File: src/rtl/alarm_clock_fsm_if.sv
`default_nettype none
// ============================================================================
// Module  : alarm_clock_fsm_if
// Brief   : Keypad/button inputs and display/register strobes of the alarm
//           clock control FSM.
// Revision: 1.0 - initial release
// ============================================================================
interface alarm_clock_fsm_if;
    logic       one_second;
    logic [3:0] key;
    logic       alarm_button;
    logic       time_button;
    logic       show_new_time;
    logic       show_alarm;
    logic       shift;
    logic       load_new_a;
    logic       load_new_c;
    logic       reset_count;

    modport master (
        output one_second, key, alarm_button, time_button,
        input  show_new_time, show_alarm, shift, load_new_a, load_new_c, reset_count
    );

    modport slave (
        input  one_second, key, alarm_button, time_button,
        output show_new_time, show_alarm, shift, load_new_a, load_new_c, reset_count
    );
endinterface
`default_nettype wire

File: src/rtl/alarm_clock_fsm.sv
`default_nettype none
// ============================================================================
// Module  : alarm_clock_fsm
// Brief   : Moore control FSM for the alarm clock. Define ALARM_FSM_TIMEOUT_EN
//           to build the key-entry inactivity timeout.
// Revision: 1.0 - initial release
// ============================================================================
module alarm_clock_fsm #(
    parameter int         TIMEOUT_SEC = 9,
    parameter logic [3:0] NOKEY       = 4'd10
) (
    input  wire logic        clock,
    input  wire logic        reset,
    alarm_clock_fsm_if.slave bus
);

    typedef enum logic [2:0] {
        S_SHOW_TIME        = 3'd0,
        S_KEY_STORED       = 3'd1,
        S_KEY_WAITED       = 3'd2,
        S_KEY_ENTRY        = 3'd3,
        S_SHOW_ALARM       = 3'd4,
        S_SET_ALARM_TIME   = 3'd5,
        S_SET_CURRENT_TIME = 3'd6
    } state_t;

    state_t state_q, state_d;
    logic   key_pressed;
    logic   timeout;

    assign key_pressed = (bus.key != NOKEY);

`ifdef ALARM_FSM_TIMEOUT_EN
    localparam logic [3:0] TIMEOUT_VAL = 4'(TIMEOUT_SEC);

    logic [3:0] count_q, count_d;

    // Counts only while waiting on the keypad; saturates instead of wrapping.
    always_comb begin
        count_d = 4'd0;
        if (state_q == S_KEY_WAITED || state_q == S_KEY_ENTRY) begin
            count_d = count_q;
            if (bus.one_second && count_q != TIMEOUT_VAL) begin
                count_d = count_q + 4'd1;
            end
        end
    end

    always_ff @(posedge clock) begin
        if (reset) begin
            count_q <= 4'd0;
        end else begin
            count_q <= count_d;
        end
    end

    assign timeout = (count_q == TIMEOUT_VAL);
`else
    logic unused_one_second;
    assign unused_one_second = bus.one_second;
    assign timeout           = 1'b0;
`endif

    always_ff @(posedge clock) begin
        if (reset) begin
            state_q <= S_SHOW_TIME;
        end else begin
            state_q <= state_d;
        end
    end

    always_comb begin
        state_d = state_q;
        unique case (state_q)
            S_SHOW_TIME: begin
                if (bus.alarm_button)  state_d = S_SHOW_ALARM;
                else if (key_pressed)  state_d = S_KEY_STORED;
            end
            S_KEY_STORED: state_d = S_KEY_WAITED;
            S_KEY_WAITED: begin
                if (!key_pressed)      state_d = S_KEY_ENTRY;
                else if (timeout)      state_d = S_SHOW_TIME;
            end
            // Buttons beat keys, and a fresh key beats an expiring timeout.
            S_KEY_ENTRY: begin
                if (bus.alarm_button)      state_d = S_SET_ALARM_TIME;
                else if (bus.time_button)  state_d = S_SET_CURRENT_TIME;
                else if (key_pressed)      state_d = S_KEY_STORED;
                else if (timeout)          state_d = S_SHOW_TIME;
            end
            S_SHOW_ALARM: begin
                if (!bus.alarm_button) state_d = S_SHOW_TIME;
            end
            S_SET_ALARM_TIME:   state_d = S_SHOW_TIME;
            S_SET_CURRENT_TIME: state_d = S_SHOW_TIME;
            default:            state_d = S_SHOW_TIME;
        endcase
    end

    assign bus.show_new_time = (state_q == S_KEY_STORED) ||
                               (state_q == S_KEY_WAITED) ||
                               (state_q == S_KEY_ENTRY);
    assign bus.show_alarm    = (state_q == S_SHOW_ALARM);
    assign bus.shift         = (state_q == S_KEY_STORED);
    assign bus.load_new_a    = (state_q == S_SET_ALARM_TIME);
    assign bus.load_new_c    = (state_q == S_SET_CURRENT_TIME);
    assign bus.reset_count   = (state_q == S_SET_CURRENT_TIME);

endmodule
`default_nettype wire
File: src/flat_wrapper.sv
// flat-port wrapper written by rule: the top's interface ports become plain ports
module alarm_clock_fsm_flat 
#(
    parameter int         TIMEOUT_SEC = 9,
    parameter logic [3:0] NOKEY       = 4'd10
)
  (clock, reset, bus_one_second, bus_key, bus_alarm_button, bus_time_button, bus_show_new_time, bus_show_alarm, bus_shift, bus_load_new_a, bus_load_new_c, bus_reset_count);
  alarm_clock_fsm_if bus_i ();
  input  wire logic clock;
  input  wire logic reset;
  input wire logic [$bits(bus_i.one_second)-1:0] bus_one_second;
  input wire logic [$bits(bus_i.key)-1:0] bus_key;
  input wire logic [$bits(bus_i.alarm_button)-1:0] bus_alarm_button;
  input wire logic [$bits(bus_i.time_button)-1:0] bus_time_button;
  output wire logic [$bits(bus_i.show_new_time)-1:0] bus_show_new_time;
  output wire logic [$bits(bus_i.show_alarm)-1:0] bus_show_alarm;
  output wire logic [$bits(bus_i.shift)-1:0] bus_shift;
  output wire logic [$bits(bus_i.load_new_a)-1:0] bus_load_new_a;
  output wire logic [$bits(bus_i.load_new_c)-1:0] bus_load_new_c;
  output wire logic [$bits(bus_i.reset_count)-1:0] bus_reset_count;
  assign bus_i.one_second = bus_one_second;
  assign bus_i.key = bus_key;
  assign bus_i.alarm_button = bus_alarm_button;
  assign bus_i.time_button = bus_time_button;
  assign bus_show_new_time = bus_i.show_new_time;
  assign bus_show_alarm = bus_i.show_alarm;
  assign bus_shift = bus_i.shift;
  assign bus_load_new_a = bus_i.load_new_a;
  assign bus_load_new_c = bus_i.load_new_c;
  assign bus_reset_count = bus_i.reset_count;
  alarm_clock_fsm #(.TIMEOUT_SEC(TIMEOUT_SEC), .NOKEY(NOKEY)) u_core (.clock(clock), .reset(reset), .bus(bus_i));
endmodule
File: config.mk
export PLATFORM = sky130hd
export DESIGN_NAME = alarm_clock_fsm_flat
export DESIGN_NICKNAME = d
export VERILOG_FILES = /design/src/rtl/alarm_clock_fsm_if.sv /design/src/rtl/alarm_clock_fsm.sv /design/src/flat_wrapper.sv
export SDC_FILE = /design/constraint.sdc
export NUM_CORES = 1
export LEC_CHECK = 0
export ABC_AREA = 1
export CAP_MARGIN = 40
export CORE_AREA = 2 2 39 41
export DETAILED_ROUTE_END_ITERATION = 10
export DIE_AREA = 0 0 41 43
export GPL_ROUTABILITY_DRIVEN = 0
export GPL_TIMING_DRIVEN = 0
export PLACE_DENSITY = 0.46
export SETUP_SLACK_MARGIN = 0.02
export SLEW_MARGIN = 5
export SYNTH_ARGS = -nofsm -noshare
export SYNTH_HDL_FRONTEND = slang
export SYNTH_SLANG_ARGS = --single-unit
File: constraint.sdc
create_clock -name clock -period 1.06 [get_ports clock]
set_input_delay 0.106 -clock clock [delete_from_list [all_inputs] [get_ports clock]]
set_output_delay 0.106 -clock clock [all_outputs]
set_load 0.01 [all_outputs]
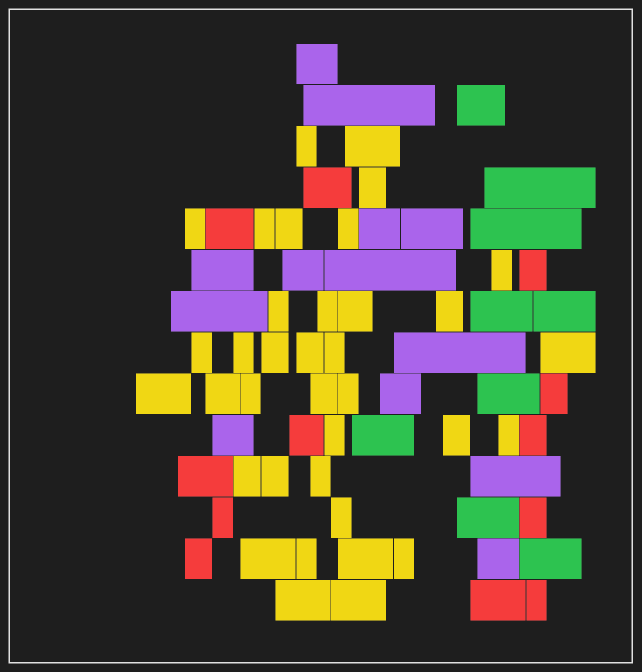
sizing.png
red -> x2  # cells 12
purple -> x3 and x4  # cells 13
yellow -> x1 and smaller  # cells 36
green -> x6 and larger  # cells 9
post-layout worst setup margin: -0.0767 ns
fin area: 581 sq um

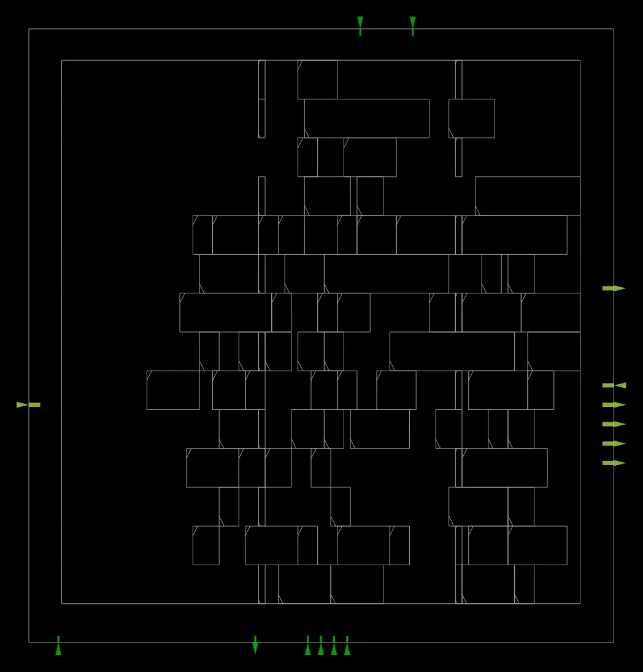
placed.png
seq_cells: 3
Util after Layout: 42.0%
Core ar.: 1380 sq um

==> impl_metrics.csv <==
group,metric,value,unit
logic_synthesis,synth_area,304,sq um
route,drt_iter0_drc,3,
placed_design,dp_slack,-0.353,ns
worst_setup_path,crit_type,"reg -> out",
logic_synthesis,mux_share,0,%
final_layout,top_register,"u_core.state_q",
route,dr.pass1.iters,4,
clocking,cts_tree,"built",
clocking,numClockSinks,3,
power_and_ir_drop,power.leakage,0.266,nW
clocking,cts_buffers,3,
logic_synthesis,yosysChipArea,304,sq um
logic_synthesis,ys_sh_aoi,14.0,%
worst_hold_path,min_path_cells,2,
logic_synthesis,largest_area_cell,"dfxtp_1",
route,wl_per_cell,10.4,microns
logic_synthesis,synthXorXnorAreaFrac,0,%
logic_synthesis,syn_nets,56,
final_layout,diodes,0,
status,violations,"negative setup slack",
grt,antenna_found_initial,0,
worst_setup_path,cp-endpoint,"bus_show_alarm",
grt,grt_max_degree,10,
status,status,"complete, but fails checks",
logic_synthesis,ys_ff,3,
floorplanning,fp-row-count,14,
final_layout,syn_to_final_growth,90.9,%
timing,fin_ws,-0.0767,ns
route,final_antenna_net_count,0,
logic_synthesis,ys_seq_share,19.8,%
logic_synthesis,ys_top_cells_by_area,"dfxtp_1 (20%), inv_1 (8.6%), nand2_1 (8.6%), nor2_1 (8.6%), buf_6 (7.4%)",
timing,finalSetupViolCount,8,
final_layout,final_cell_mix,"clkdlybuf4s50_1 (7), nor2_1 (6), nand2_1 (6), buf_6 (6)",
worst_hold_path,hp-start,"reset",
logic_synthesis,netlist_instances,47,
final_layout,nFillCells,154,
timing,rsz0062_at_grt,"yes",
route,vias,387,
placed_design,placedCellCount,76,
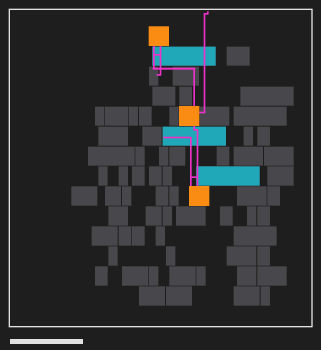
clock_wires.png
Bar = 10 microns.
cyan -> flip-flops  # count 3
orange -> clock-net drivers  # count 3
magenta -> clock wires  # length 65.3 microns
routed clock nets = 4

## power breakdown
part	switching, mW	leakage (nW)	internal (mW)
combinational	0.184	0.224	0.191
clock	0.0567	0.0150	0.141
sequential	0.0302	0.0267	0.135
total	0.271	0.266	0.467
## stage by stage
step,hold WS [ns],util [%]
2_1_floorplan,0.168,-
3_3_place_gp,0.541,33.2
3_5_place_dp,0.539,33.2
4_1_cts,0.468,40.3
5_1_grt,0.470,42.0
6_report,0.468,42.0
## worst max-delay path, stage by stage, from the launching register on
cell	delay, ns
dfxtp_4	0.36
buf_6	0.12
nor3_2	0.16
buf_2	0.15
## area by class of cell
class / instances / area (sq um) / share of cell area [%]
inverter: 8 / 35.0 / 6.03
tap: 16 / 20.0 / 3.45
timing repair buffer: 21 / 198 / 34.1
clock buffer: 4 / 26.3 / 4.53
buffer: 1 / 7.51 / 1.29
sequential: 3 / 71.3 / 12.3
multi-input combinational: 33 / 223 / 38.4
## repair_timing
action / CTS / global route
buffers inserted: 8 / 0
setup endpoints to repair: 6 / 9
endpoints found under the hold margin: 0 / 0
resized: 35 / 14
pin swaps: 2 / 5
## synthesized netlist by cell type (all sizes together)
cell type	n
nand2	8
nor2	8
buf	3
dfxtp	3
nor3	3
inv	8
nand3	5
a21oi	5
o21ai	2
nand4	2
## cells by family after synthesis
logic type | Yosys count
simple gates | 26
buf+inv | 11
compound gates | 7
flops | 3
## metal layers
metal / wire (microns) / up-vias / global-route usage (%) / part of all wire, %
met5: 0 / - / 0 / 0
met4: 0 / 0 / 8.00 / 0
met3: 41 / 0 / 1.57 / 4.6
met2: 506 / 11 / 20.6 / 57
met1: 345 / 179 / 13.1 / 39
li1: - / 197 / - / -
Power is estimated from default activity; no workload was simulated.
